==> run_1/pdn.png <==
Scale bar: 20 um. Pins as bars on the die edge. Tap cells in gray.
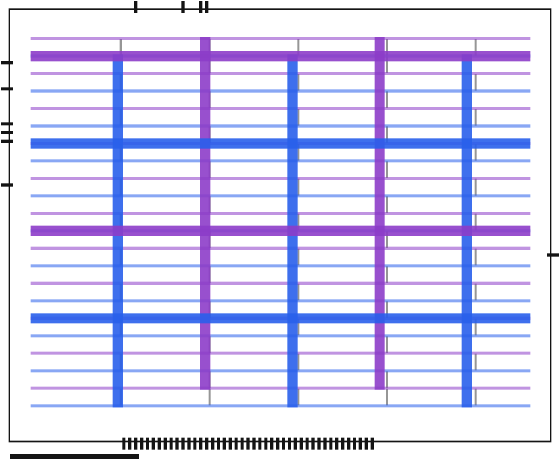
==> run_1/cell_classes.png <==
Scale bar: 20 um.
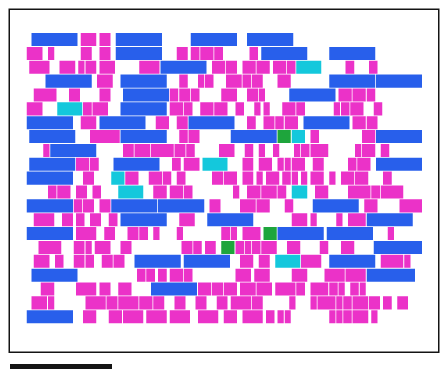
==> run_1/clock_map.png <==
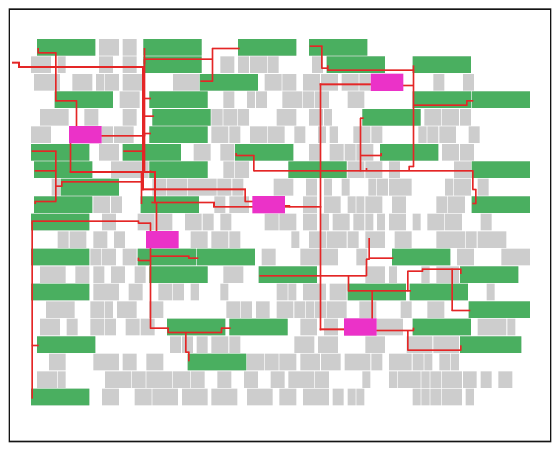
`src/rtl/scumvcontroller_tx_arbiter.sv`:
```
// Packet-atomic round-robin arbiter sharing the UART TX byte stream
// between ASC, STL and status response sources, with a stall watchdog.
module scumvcontroller_tx_arbiter #(
  parameter int ASC_RESP_LEN   = 1,
  parameter int STL_RESP_LEN   = 16,
  parameter int STAT_LEN       = 4,
  parameter int TIMEOUT_CYCLES = 100000
) (
  input  logic       clk,
  input  logic       reset,
  input  logic       asc_valid,
  input  logic [7:0] asc_data,
  output logic       asc_ready,
  input  logic       stl_valid,
  input  logic [7:0] stl_data,
  output logic       stl_ready,
  input  logic       stat_valid,
  input  logic [7:0] stat_data,
  output logic       stat_ready,
  output logic [7:0] tx_data,
  output logic       tx_valid,
  input  logic       tx_ready,
  output logic [1:0] grant,
  output logic       busy,
  output logic       timeout_pulse,
  output logic [7:0] err_count
);

  localparam logic [7:0]  ASC_LAST  = 8'(ASC_RESP_LEN - 1);
  localparam logic [7:0]  STL_LAST  = 8'(STL_RESP_LEN - 1);
  localparam logic [7:0]  STAT_LAST = 8'(STAT_LEN - 1);
  localparam logic [23:0] WD_LIMIT  = 24'(TIMEOUT_CYCLES - 1);

  typedef enum logic {IDLE, XFER} state_t;

  state_t      state, state_nxt;
  logic [1:0]  last, last_nxt, grant_nxt;
  logic [7:0]  byte_cnt, byte_cnt_nxt;
  logic [23:0] wd_cnt, wd_cnt_nxt;
  logic [7:0]  err_nxt;
  logic        pulse_nxt;

  logic [3:0]  req;
  logic [1:0]  pick;
  logic [1:0]  cand;
  logic        sel_valid;
  logic [7:0]  sel_data;
  logic [7:0]  pkt_last;
  logic        hs;

  assign req  = {stat_valid, stl_valid, asc_valid, 1'b0};
  assign busy = (state == XFER);

  always_comb begin
    sel_valid = 1'b0;
    sel_data  = 8'h00;
    pkt_last  = 8'h00;
    unique case (grant)
      2'd1: begin
        sel_valid = asc_valid;
        sel_data  = asc_data;
        pkt_last  = ASC_LAST;
      end
      2'd2: begin
        sel_valid = stl_valid;
        sel_data  = stl_data;
        pkt_last  = STL_LAST;
      end
      2'd3: begin
        sel_valid = stat_valid;
        sel_data  = stat_data;
        pkt_last  = STAT_LAST;
      end
      default: ;
    endcase
  end

  // Search upward from the source after last, wrapping stat -> asc.
  always_comb begin
    pick = 2'd0;
    cand = 2'd0;
    for (int i = 1; i <= 3; i++) begin
      cand = 2'(((int'(last) + i - 1) % 3) + 1);
      if (pick == 2'd0 && req[cand])
        pick = cand;
    end
  end

  always_comb begin
    state_nxt    = state;
    grant_nxt    = grant;
    last_nxt     = last;
    byte_cnt_nxt = byte_cnt;
    wd_cnt_nxt   = wd_cnt;
    err_nxt      = err_count;
    pulse_nxt    = 1'b0;
    asc_ready    = 1'b0;
    stl_ready    = 1'b0;
    stat_ready   = 1'b0;
    tx_valid     = 1'b0;
    tx_data      = 8'h00;
    hs           = 1'b0;
    unique case (state)
      IDLE: begin
        if (pick != 2'd0) begin
          grant_nxt    = pick;
          byte_cnt_nxt = 8'h00;
          wd_cnt_nxt   = 24'h0;
          state_nxt    = XFER;
        end
      end
      XFER: begin
        tx_data    = sel_data;
        tx_valid   = sel_valid;
        asc_ready  = (grant == 2'd1) && tx_ready;
        stl_ready  = (grant == 2'd2) && tx_ready;
        stat_ready = (grant == 2'd3) && tx_ready;
        hs         = sel_valid && tx_ready;
        if (hs) begin
          wd_cnt_nxt   = 24'h0;
          byte_cnt_nxt = byte_cnt + 8'd1;
          if (byte_cnt == pkt_last) begin
            last_nxt     = grant;
            grant_nxt    = 2'd0;
            byte_cnt_nxt = 8'h00;
            state_nxt    = IDLE;
          end
        end else if (!sel_valid) begin
          wd_cnt_nxt = wd_cnt + 24'd1;
          // Stalled mid-packet: abort and hand the link to the others.
          if (wd_cnt == WD_LIMIT) begin
            pulse_nxt    = 1'b1;
            err_nxt      = (err_count == 8'hFF) ? err_count
                                                : err_count + 8'd1;
            last_nxt     = grant;
            grant_nxt    = 2'd0;
            byte_cnt_nxt = 8'h00;
            wd_cnt_nxt   = 24'h0;
            state_nxt    = IDLE;
          end
        end
      end
      default: state_nxt = IDLE;
    endcase
  end

  always_ff @(posedge clk or posedge reset) begin
    if (reset) begin
      state         <= IDLE;
      grant         <= 2'd0;
      last          <= 2'd3;
      byte_cnt      <= 8'h00;
      wd_cnt        <= 24'h0;
      err_count     <= 8'h00;
      timeout_pulse <= 1'b0;
    end else begin
      state         <= state_nxt;
      grant         <= grant_nxt;
      last          <= last_nxt;
      byte_cnt      <= byte_cnt_nxt;
      wd_cnt        <= wd_cnt_nxt;
      err_count     <= err_nxt;
      timeout_pulse <= pulse_nxt;
    end
  end

endmodule

```
`config.mk`:
```
export PLATFORM = sky130hd
export DESIGN_NAME = scumvcontroller_tx_arbiter
export DESIGN_NICKNAME = d
export VERILOG_FILES = /design/src/rtl/scumvcontroller_tx_arbiter.sv
export SDC_FILE = /design/constraint.sdc
export NUM_CORES = 1
export LEC_CHECK = 0
export CAP_MARGIN = 20
export CORE_AREA = 3 3 81 64
export CTS_CLUSTER_DIAMETER = 100
export DETAILED_ROUTE_END_ITERATION = 10
export DIE_AREA = 0 0 84 67
export DONT_BUFFER_PORTS = 1
export MAX_ROUTING_LAYER = met4
export PLACE_DENSITY_LB_ADDON = 0.08
export SYNTH_ARGS = -nofsm -noshare
export SYNTH_HDL_FRONTEND = slang
export SYNTH_SLANG_ARGS = --single-unit
export TNS_END_PERCENT = 1
```
`constraint.sdc`:
```
create_clock -name clk -period 3.9 [get_ports clk]
set_input_delay 0.78 -clock clk [delete_from_list [all_inputs] [get_ports clk]]
set_output_delay 0.78 -clock clk [all_outputs]
set_load 0.005 [all_outputs]
```
==> impl_metrics.py, run 1 <==
# Metrics from the implementation run
metrics = {
    "hold_path": {
        "worst_hold_path_type": "flop to flop",
    },
    "sta": {
        "setup_total_negative_slack_ps": 0,
        "max_frequency_mhz": 319,
        "tightestPinTransition_ps": 943,
    },
    "cells_and_area": {
        "mi_logic_area_um2": 1670,
        "cell_group_occupying_the_most_layout_area": "combinational gates",
        "area.growth.synth_to_final_pct": 4.20,
        "filler_free_cell_count_of_the_finished_design": 368,
        "logic_gate_count": 246,
        "clk_share_pct": 3.04,
        "non_clock_buffer_count": 3,
        "seqAreaFraction_pct": 37.9,
    },
    "drt": {
        "post_drt_wl_per_cell_um": 17.5,
        "drtPass1Iterations": 4,
        "dr.first_iter.drc_count": 187,
        "drcViolationCount": 0,
        "drtAntennaViolNets": 0,
    },
    "logic_synthesis": {
        "edf_count": 0,
        "async_reset_ff_share_pct": 100,
        "yosys.cell_types.count": 50,
        "syn_area_um2": 2920,
        "post_synth_mux_area_share_pct": 6.43,
        "postSynthRegisterBits": 46,
        "synth_compound_gate_area_share_pct": 20.5,
        "synth-cells-yosys": 314,
    },
    "run": {
        "warning_total_across_the_stage_logs": 29,
    },
    "power": {
        "combinationalPower_mw": 0.632,
        "power_mw": 1.60,
        "p_sw_mw": 0.663,
        "power.sequential.fraction_pct": 41.6,
        "power_per_cell_area_nw_per_um2": 527,
        "internal_power_mw": 0.940,
    },
    "grt": {
        "grt.total_usage_pct": 24.8,
        "gr-usage-met1_pct": 33.0,
        "grt_remaining_overflow": 0,
        "grt_util_met3_pct": 4.70,
        "antenna_found_initial": 0,
        "grt_pass1_vias": 2263,
    },
    "clock_network": {
        "cts.reportedPaths.clkPinSlew_ps": 90,
        "worstSkewPairLatency_ps": 310,
        "post_cts.repair.setup_buffers": 0,
        "h-tree-depth": 2,
        "cts-buffers-inserted": 5,
    },
    "floorplan": {
        "number_of_ports_placed_on_the_die_boundary": 54,
    },
    "status": {
        "status": "finished clean",
    },
    "worst_setup_path": {
        "endpoint_kind": "flop",
    },
}
About pdn.png:
blue -> VSS
purple -> VDD
met4 straps = 5
met5 straps = 4
met1 rails = 22
signal pins = 54

About cell_classes.png:
cyan -> clock drivers and dummy loads  # cells 8, share of their area 3.1%
blue -> flops  # cells 46, share of their area 39%
green -> other buffers and delay cells  # cells 3, share of their area 0.76%
magenta -> all other logic  # cells 254, share of their area 57%

About clock_map.png:
green -> flip-flops  # count 46
magenta -> cells driving clock nets  # count 5
red -> clock wires  # length 572 um
flops lie = all over the die
routed clock nets = 6

run 1: final timing paths:
path,start,end,slack (ps),depth (start not counted)
max reg2reg,last[0],wd_cnt[5],760,7
min in group asynchronous,reset,wd_cnt[1],550,1
min reg2reg,byte_cnt[7],byte_cnt[7],480,1
min,byte_cnt[7],byte_cnt[7],480,1
max in group asynchronous,reset,timeout_pulse,2760,1
max,last[0],wd_cnt[5],760,7
run 1: Yosys cell counts (2+ instances only):
cell type	instances	share of area, %
sky130_fd_sc_hd__a21oi_1	22	3.8
sky130_fd_sc_hd__nand3_1	14	2.4
sky130_fd_sc_hd__and3_1	7	1.5
sky130_fd_sc_hd__xnor2_1	7	2.1
sky130_fd_sc_hd__inv_1	8	1.0
sky130_fd_sc_hd__a22oi_1	9	2.3
sky130_fd_sc_hd__o21a_1	9	2.3
sky130_fd_sc_hd__dfstp_2	2	1.8
sky130_fd_sc_hd__or3_1	8	1.7
sky130_fd_sc_hd__o31ai_1	12	3.1
sky130_fd_sc_hd__dfrtp_1	44	38
sky130_fd_sc_hd__mux2_2	14	5.4
sky130_fd_sc_hd__a31oi_1	3	0.64
sky130_fd_sc_hd__nor2b_1	12	2.6
sky130_fd_sc_hd__o211ai_1	3	0.77
sky130_fd_sc_hd__and3b_1	2	0.60
sky130_fd_sc_hd__a22o_1	5	1.5
sky130_fd_sc_hd__xor2_1	3	0.90
sky130_fd_sc_hd__nor3_1	9	1.5
sky130_fd_sc_hd__nand4_1	9	1.9
sky130_fd_sc_hd__or4_1	12	3.1
sky130_fd_sc_hd__o21ai_0	16	2.7
sky130_fd_sc_hd__nand2b_1	2	0.43
sky130_fd_sc_hd__and2_1	4	0.86
sky130_fd_sc_hd__and4_1	4	1.2
sky130_fd_sc_hd__buf_4	2	0.51
sky130_fd_sc_hd__nand2_1	18	2.3
sky130_fd_sc_hd__nor2_1	13	1.7
sky130_fd_sc_hd__clkbuf_1	9	1.2
sky130_fd_sc_hd__ha_1	7	3.0
sky130_fd_sc_hd__nor4_1	2	0.43
sky130_fd_sc_hd__mux2i_1	3	1.0
sky130_fd_sc_hd__buf_2	3	0.51
run 1: per-layer routing:
metal / up-vias / part of all wire [%] / wire length, um
met2: 29 / 46 / 2960
met5: - / 0 / 0
met1: 1158 / 50 / 3210
met4: 0 / 0.95 / 61
met3: 7 / 3.1 / 200
li1: 1187 / - / -
run 1: critical path, cell delays in order (launching register included):
cell and delay, ps:
sky130_fd_sc_hd__dfstp_2 570, sky130_fd_sc_hd__inv_1 70, sky130_fd_sc_hd__ha_1 410, sky130_fd_sc_hd__mux2_2 360
sky130_fd_sc_hd__a2111o_1 530, sky130_fd_sc_hd__o21ai_2 730, sky130_fd_sc_hd__o21ai_0 230, sky130_fd_sc_hd__a21oi_1 170
run 1: sequential cells by signal, indices dropped and copies added (netlist names):
register       cells
wd_cnt            24
timeout_pulse      1
busy               1
grant              2
byte_cnt           8
err_count          8
last               2
run 1: metrics by stage:
step                utilization (%)  worst slack (ps)  area [um2]  hold WS [ps]
CTS                            68.5               795        3040           490
detailed placement             66.4               806        2950           475
global placement               66.4               950        2950           483
finish                         68.5               764        3040           483
global route                   68.5               512        3040           526
floorplan                         -              1250        2920           447
==> run_1/final_congestion.png <==
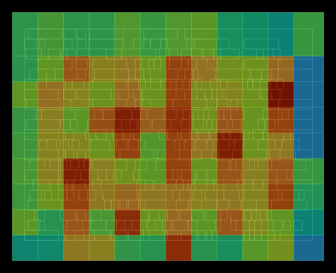

==> run 2: changes to the inputs <==
--- a/config.mk
+++ b/config.mk
@@ -6,10 +6,10 @@
 export NUM_CORES = 1
 export LEC_CHECK = 0
 export CAP_MARGIN = 20
-export CORE_AREA = 3 3 81 64
+export CORE_AREA = 3 3 87 68
 export CTS_CLUSTER_DIAMETER = 100
 export DETAILED_ROUTE_END_ITERATION = 10
-export DIE_AREA = 0 0 84 67
+export DIE_AREA = 0 0 90 71
 export DONT_BUFFER_PORTS = 1
 export MAX_ROUTING_LAYER = met4
 export PLACE_DENSITY_LB_ADDON = 0.08
==> constraint.sdc (replaced) <==
create_clock -name clk -period 2.7 [get_ports clk]
set_input_delay 0.54 -clock clk [delete_from_list [all_inputs] [get_ports clk]]
set_output_delay 0.54 -clock clk [all_outputs]
set_load 0.005 [all_outputs]
==> run_2/final_congestion.png <==
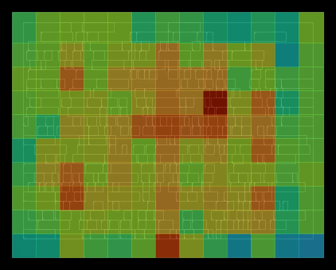
Final Util: 60.7%
per-cell routed wire length: 16.5 um
Global Route met3 Usage: 4.14%

==> run_2/clock_map.png <==
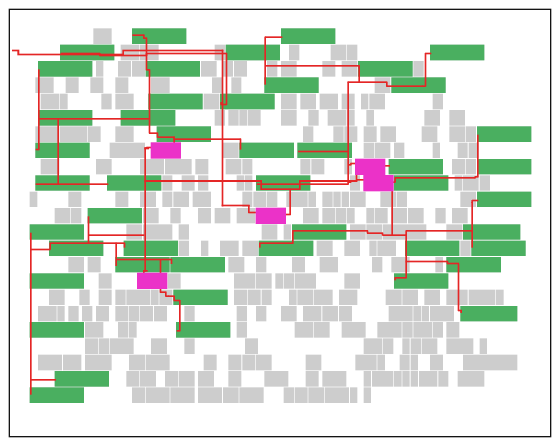
magenta -> cells driving clock nets  # count 5
red -> clock wires  # length 571 um
green -> flip-flops  # count 46
routed clock nets = 6

==> run_2/pdn.png <==
Scale bar: 20 um. Pins as bars on the die edge. Tap cells in gray.
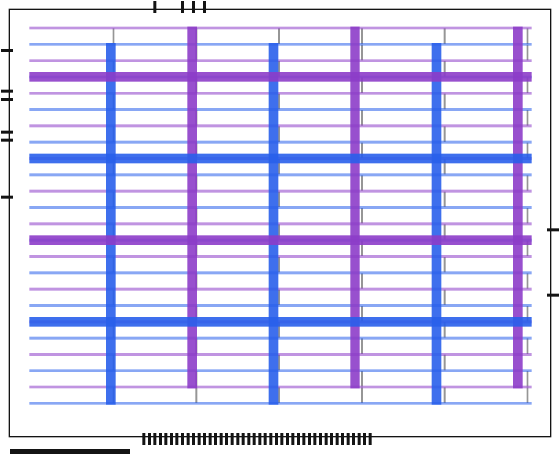
purple -> VDD
blue -> VSS
rows = 23
tap cells = 75
signal pins = 54

==> run 2 against run 1 <==
Clock skew grew 2.7 ps. Utilization down 7.9 points. Power rose by 50%. First-iteration DRC count is 13% lower. Maximum frequency increased by 20%. Sequential power is 38% higher. Cell area increased by 4.4%.
==> impl_metrics.py, run 2 <==
# Metrics from the implementation run
metrics = {
    "status": {
        "status": "finished clean",
    },
    "sta": {
        "tightestPinTransition_ps": 565,
        "setup_total_negative_slack_ps": 0,
        "max_frequency_mhz": 384,
        "final.hold.worst_slack_ps": 34.2,
    },
    "clock_network": {
        "h-tree-depth": 2,
        "worstSkewPairLatency_ps": 300,
        "cts-buffers-inserted": 5,
    },
    "logic_synthesis": {
        "synth_dominant_cell_count": "sky130_fd_sc_hd__dfrtp_1",
        "synth-cells-yosys": 314,
        "top_area_cell": "sky130_fd_sc_hd__dfrtp_1",
        "async_reset_ff_share_pct": 100,
        "synthDominantCellAreaShare_pct": 37.7,
        "edf_count": 0,
        "postSynthRegisterBits": 46,
        "top_cells_by_count": "44 x sky130_fd_sc_hd__dfrtp_1, 22 x sky130_fd_sc_hd__a21oi_1, 18 x sky130_fd_sc_hd__nand2_1",
        "yosys.cell_types.count": 50,
        "syn_area_um2": 2920,
        "yosys-top-cells-area": "sky130_fd_sc_hd__dfrtp_1 38%, sky130_fd_sc_hd__mux2_2 5.4%, sky130_fd_sc_hd__a21oi_1 3.8%",
    },
    "hold_path": {
        "worst_hold_path_type": "primary input to async pin",
    },
    "drt": {
        "drtAntennaViolNets": 0,
        "drcViolationCount": 0,
        "dr.first_iter.drc_count": 163,
        "drtPass1Iterations": 5,
    },
    "power": {
        "power_per_cell_area_nw_per_um2": 759,
        "p_sw_mw": 0.945,
        "internal_power_mw": 1.46,
    },
    "cells_and_area": {
        "largest_registers": "wd_cnt (24), byte_cnt (8), err_count (8)",
        "area.growth.synth_to_final_pct": 8.78,
        "filler_free_cell_count_of_the_finished_design": 397,
        "registers.top_by_ff_count": "wd_cnt",
        "largest_reg_flops": 24,
    },
    "grt": {
        "grt_pass1_vias": 2250,
        "grt_remaining_overflow": 0,
        "grt.total_usage_pct": 21.4,
        "antenna_found_initial": 0,
    },
    "run": {
        "warning_total_across_the_stage_logs": 29,
    },
    "worst_setup_path": {
        "cp_common_cell": "sky130_fd_sc_hd__buf_4",
        "slowest_stage": "sky130_fd_sc_hd__dfstp_2",
        "critical_path.max_stage_delay_ps": 560,
        "cp_cell_sequence": "inv_1, ha_4, mux2_2, a2111o_1, buf_4, o22a_2, buf_4, a21oi_1",
        "endpoint_kind": "flop",
    },
    "floorplan": {
        "number_of_ports_placed_on_the_die_boundary": 54,
    },
}
==> run 2: cell type report <==
type / instances / area, um2 / share of cell area, %
inverter: 8 / 30.0 / 0.945
sequential: 46 / 1150 / 36.3
clock inverter: 2 / 12.5 / 0.394
clock buffer: 6 / 82.6 / 2.60
timing repair buffer: 14 / 118 / 3.70
multi-input combinational: 246 / 1690 / 53.1
tap: 75 / 93.8 / 2.95
==> run 2: metrics by stage <==
step                instance area (um2)  utilization, %  power [mW]  setup WS (ps)
floorplan                          2920               -        1.67           48.7
global route                       3180            60.7        2.58         -0.382
finish                             3180            60.7        2.41           95.1
CTS                                3160            60.2        2.39           41.8
detailed placement                 3060            58.4        1.94           48.2
global placement                   3060            58.4        1.92            114
==> run 2: power by group through the flow <==
| stage | combinational, mW | clock [mW] | sequential (mW) |
|---|---|---|---|
| after CTS | 1.03 | 0.450 | 0.912 |
| after global routing | 1.17 | 0.480 | 0.931 |
| after detailed placement | 1.02 | 0 | 0.926 |
| after global placement | 0.998 | 0 | 0.919 |
| after floorplan | 0.780 | 0 | 0.889 |
| final | 1.05 | 0.442 | 0.916 |
==> run 2: final timing paths <==
kind / startpoint / endpoint / slack [ps] / cells after the start
max in group asynchronous: reset / last[0] / 1920 / 2
min: reset / err_count[0] / 30 / 1
min reg2reg: byte_cnt[7] / byte_cnt[7] / 490 / 1
min in group clk: byte_cnt[7] / byte_cnt[7] / 490 / 1
max: last[0] / wd_cnt[8] / 100 / 8
max reg2reg: last[0] / wd_cnt[8] / 100 / 8
==> run 2: worst max-delay path, delay by kind of cell (launching register included) <==
family / cells / cell delay [ps]
flops: 1 / 560
buf+inv: 3 / 470
compound gates: 3 / 860
mux: 1 / 330
fa+ha+maj: 1 / 300
==> run 2: per-layer routing <==
layer	vias up	track usage, %	share of wire [%]
met1	1152	31.0	50
met5	-	-	0
li1	1213	-	-
met4	0	5.09	0.90
met2	42	31.3	45
met3	7	4.14	3.9
==> run 2: cell families after synthesis <==
kind of cell | share of synthesized area [%]
xor gates and xnor gates | 3.00
and+or+nand+nor | 24.3
AOI/OAI and AO/OA | 20.5
buffers and inverters | 3.21
adders and majority gates | 3.00
muxes | 6.43
DFF | 39.5
==> run 2: timing repair <==
item                       in CTS  in global routing
gates resized                   0                  3
setup endpoints to repair       0                 24
hold buffers                    0                  0
buffers inserted                0                  1
==> run 3: changes to the inputs <==
--- a/config.mk
+++ b/config.mk
@@ -16,4 +16,4 @@
 export SYNTH_ARGS = -nofsm -noshare
 export SYNTH_HDL_FRONTEND = slang
 export SYNTH_SLANG_ARGS = --single-unit
-export TNS_END_PERCENT = 1
+export TNS_END_PERCENT = 50
==> run_3/pdn.png <==
Scale bar: 20 um. Pins as bars on the die edge. Tap cells in gray.
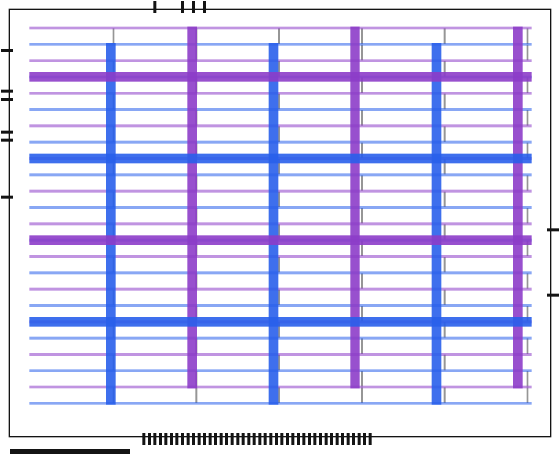
purple -> VDD
blue -> VSS
met4 straps = 6
met1 rails = 24
signal pins = 54

==> run_3/cell_classes.png <==
Scale bar: 20 um.
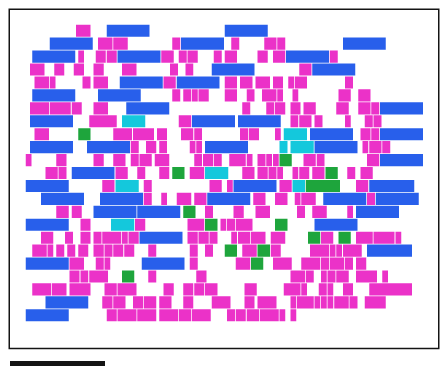
cyan -> clock drivers and dummy loads  # cells 8, share of their area 3.1%
magenta -> all other logic  # cells 254, share of their area 56%
green -> other buffers and delay cells  # cells 14, share of their area 3.8%
blue -> flops  # cells 46, share of their area 37%

==> run 3 against run 2 <==
Combinational power is essentially flat. Non-clock buffer count is the same. Hold slack is the same. Critical path depth is the same. Area after synthesis is the same. Cell count is the same. Largest power group unchanged.
==> impl_metrics.py, run 3 <==
# Metrics from the implementation run
metrics = {
    "sta": {
        "final_max_slew_viol_count": 0,
        "setup_total_negative_slack_ps": 0,
        "tightestPinTransition_ps": 565,
        "timing.max_slew.rel_slack_pct": 62.2,
        "max_frequency_mhz": 384,
        "setup_viol": 0,
        "final.hold.worst_slack_ps": 34.2,
    },
    "cells_and_area": {
        "finish.utilization_pct": 60.7,
        "mostFrequentLayoutCells": "44 x sky130_fd_sc_hd__dfrtp_1, 22 x sky130_fd_sc_hd__a21oi_1, 18 x sky130_fd_sc_hd__nand2_1, 16 x sky130_fd_sc_hd__o21ai_0",
        "registers.top_by_ff_count": "wd_cnt",
        "final_nets": 358,
        "area.growth.synth_to_final_pct": 8.78,
        "layout.cell_area.non_filler_um2": 3180,
        "largest_registers": "wd_cnt (24), byte_cnt (8), err_count (8)",
        "largest_reg_flops": 24,
    },
    "grt": {
        "grt_pass1_vias": 2250,
        "antenna_found_initial": 0,
        "grt.total_usage_pct": 21.4,
        "grt_remaining_overflow": 0,
    },
    "power": {
        "internal_power_mw": 1.46,
        "power_mw": 2.41,
        "p_sw_mw": 0.945,
        "power_per_cell_area_nw_per_um2": 759,
        "comb_power_share_pct": 43.6,
    },
    "worst_setup_path": {
        "endpoint_kind": "flop",
        "worst_ep_required_time_ps": 2920,
        "worst-r2r-setup-slack_ps": 100,
    },
    "clock_network": {
        "cts.hold.buffers_added": 0,
        "h-tree-depth": 2,
        "tritoncts": "done",
        "cts-buffers-inserted": 5,
        "tritoncts_num_sinks": 46,
        "worstSkewPairLatency_ps": 300,
    },
    "floorplan": {
        "number_of_ports_placed_on_the_die_boundary": 54,
        "initial_utilization_pct": 55.8,
        "core_region_um2": 5240,
    },
    "placed_design": {
        "placed_area_um2": 3060,
        "gp_routability_congestion": 0.827,
    },
    "logic_synthesis": {
        "synthesis.instances": 314,
        "synth_dominant_cell_count": "sky130_fd_sc_hd__dfrtp_1",
        "postSynthRegisterBits": 46,
        "async_reset_ff_share_pct": 100,
        "yosys.cell_types.count": 50,
        "top_area_cell": "sky130_fd_sc_hd__dfrtp_1",
        "synthDominantCellAreaShare_pct": 37.7,
        "edf_count": 0,
        "top_cells_by_count": "44 x sky130_fd_sc_hd__dfrtp_1, 22 x sky130_fd_sc_hd__a21oi_1, 18 x sky130_fd_sc_hd__nand2_1",
        "yosys-top-cells-area": "sky130_fd_sc_hd__dfrtp_1 38%, sky130_fd_sc_hd__mux2_2 5.4%, sky130_fd_sc_hd__a21oi_1 3.8%",
        "syn_area_um2": 2920,
        "synth-cells-yosys": 314,
    },
    "drt": {
        "drtPass1Iterations": 5,
        "dr.first_iter.drc_count": 163,
        "drcViolationCount": 0,
        "drtAntennaViolNets": 0,
        "post_drt_wl_per_cell_um": 16.5,
    },
    "run": {
        "warning_total_across_the_stage_logs": 29,
    },
    "hold_path": {
        "worst_hold_path_type": "primary input to async pin",
    },
    "status": {
        "status": "finished clean",
    },
}
==> run_3/clock_map.png <==
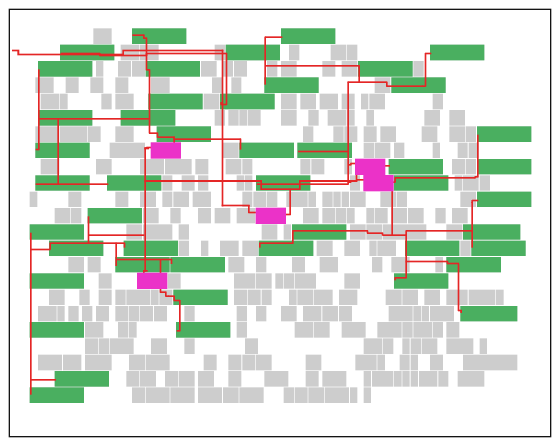
green -> flip-flops  # count 46
red -> clock wires  # length 571 um
magenta -> cells driving clock nets  # count 5
routed clock nets = 6

## run 3: per-stage QoR
stage / std cells / worst slack (ps)
6_report: 397 / 95.1
5_1_grt: 397 / -0.382
4_1_cts: 396 / 41.8
3_5_place_dp: 388 / 48.2
3_3_place_gp: 388 / 114
2_1_floorplan: 314 / 48.7
## run 3: worst paths after layout
kind,to,cells after the start,start
min in group clk,byte_cnt[7],1,byte_cnt[7]
worst min register to register,byte_cnt[7],1,byte_cnt[7]
max in group asynchronous,last[0],2,reset
worst max register to register,wd_cnt[8],8,last[0]
worst min-delay path,err_count[0],1,reset
worst max-delay path,wd_cnt[8],8,last[0]
## run 3: cell type report
| type | count | area [um2] | area share (%) |
|---|---|---|---|
| multi-input cells | 246 | 1690 | 53.1 |
| flip-flops and latches | 46 | 1150 | 36.3 |
| inverters | 8 | 30.0 | 0.945 |
| clock buffers | 6 | 82.6 | 2.60 |
| repair buffers | 14 | 118 | 3.70 |
| well taps | 75 | 93.8 | 2.95 |
| clock inverters | 2 | 12.5 | 0.394 |
## run 3: logic make-up (layout without fill, tap and decap cells)
group / after synthesis / count (layout) / share of synthesized area [%]
AND-OR/OR-AND: 90 / 90 / 20.5
XOR/XNOR: 10 / 10 / 3.00
adder cells (fa/ha/maj): 7 / 7 / 3.00
buffers and inverters: 22 / 30 / 3.21
flip-flops: 46 / 46 / 39.5
multiplexers: 17 / 17 / 6.43
AND/OR/NAND/NOR: 122 / 122 / 24.3
## run 3: timing repair
item	4_1_cts	5_1_grt
gates resized	0	3
endpoints found under the setup margin	0	24
buffers inserted	0	1
## run 3: worst max-delay path, cell delays in order, from the launching register on
cell                       delay (ps)
sky130_fd_sc_hd__dfstp_2          560
sky130_fd_sc_hd__inv_1             80
sky130_fd_sc_hd__ha_4             300
sky130_fd_sc_hd__mux2_2           330
sky130_fd_sc_hd__a2111o_1         470
sky130_fd_sc_hd__buf_4            180
sky130_fd_sc_hd__o22a_2           260
sky130_fd_sc_hd__buf_4            210
sky130_fd_sc_hd__a21oi_1          130
## run 3: metal layers
layer	routed length [um]	global-route usage [%]
met1	3300	31.0
met2	2940	31.3
met3	254	4.14
met4	59	5.09
met5	0	-
## run 3: power by group through the flow
stage	Clock [mW]	Sequential (mW)	Combinational [mW]
floorplan	0	0.889	0.780
global placement	0	0.919	0.998
detailed placement	0	0.926	1.02
CTS	0.450	0.912	1.03
global route	0.480	0.931	1.17
finish	0.442	0.916	1.05
Power figures rest on the tool's default switching activity, not on a simulated workload.
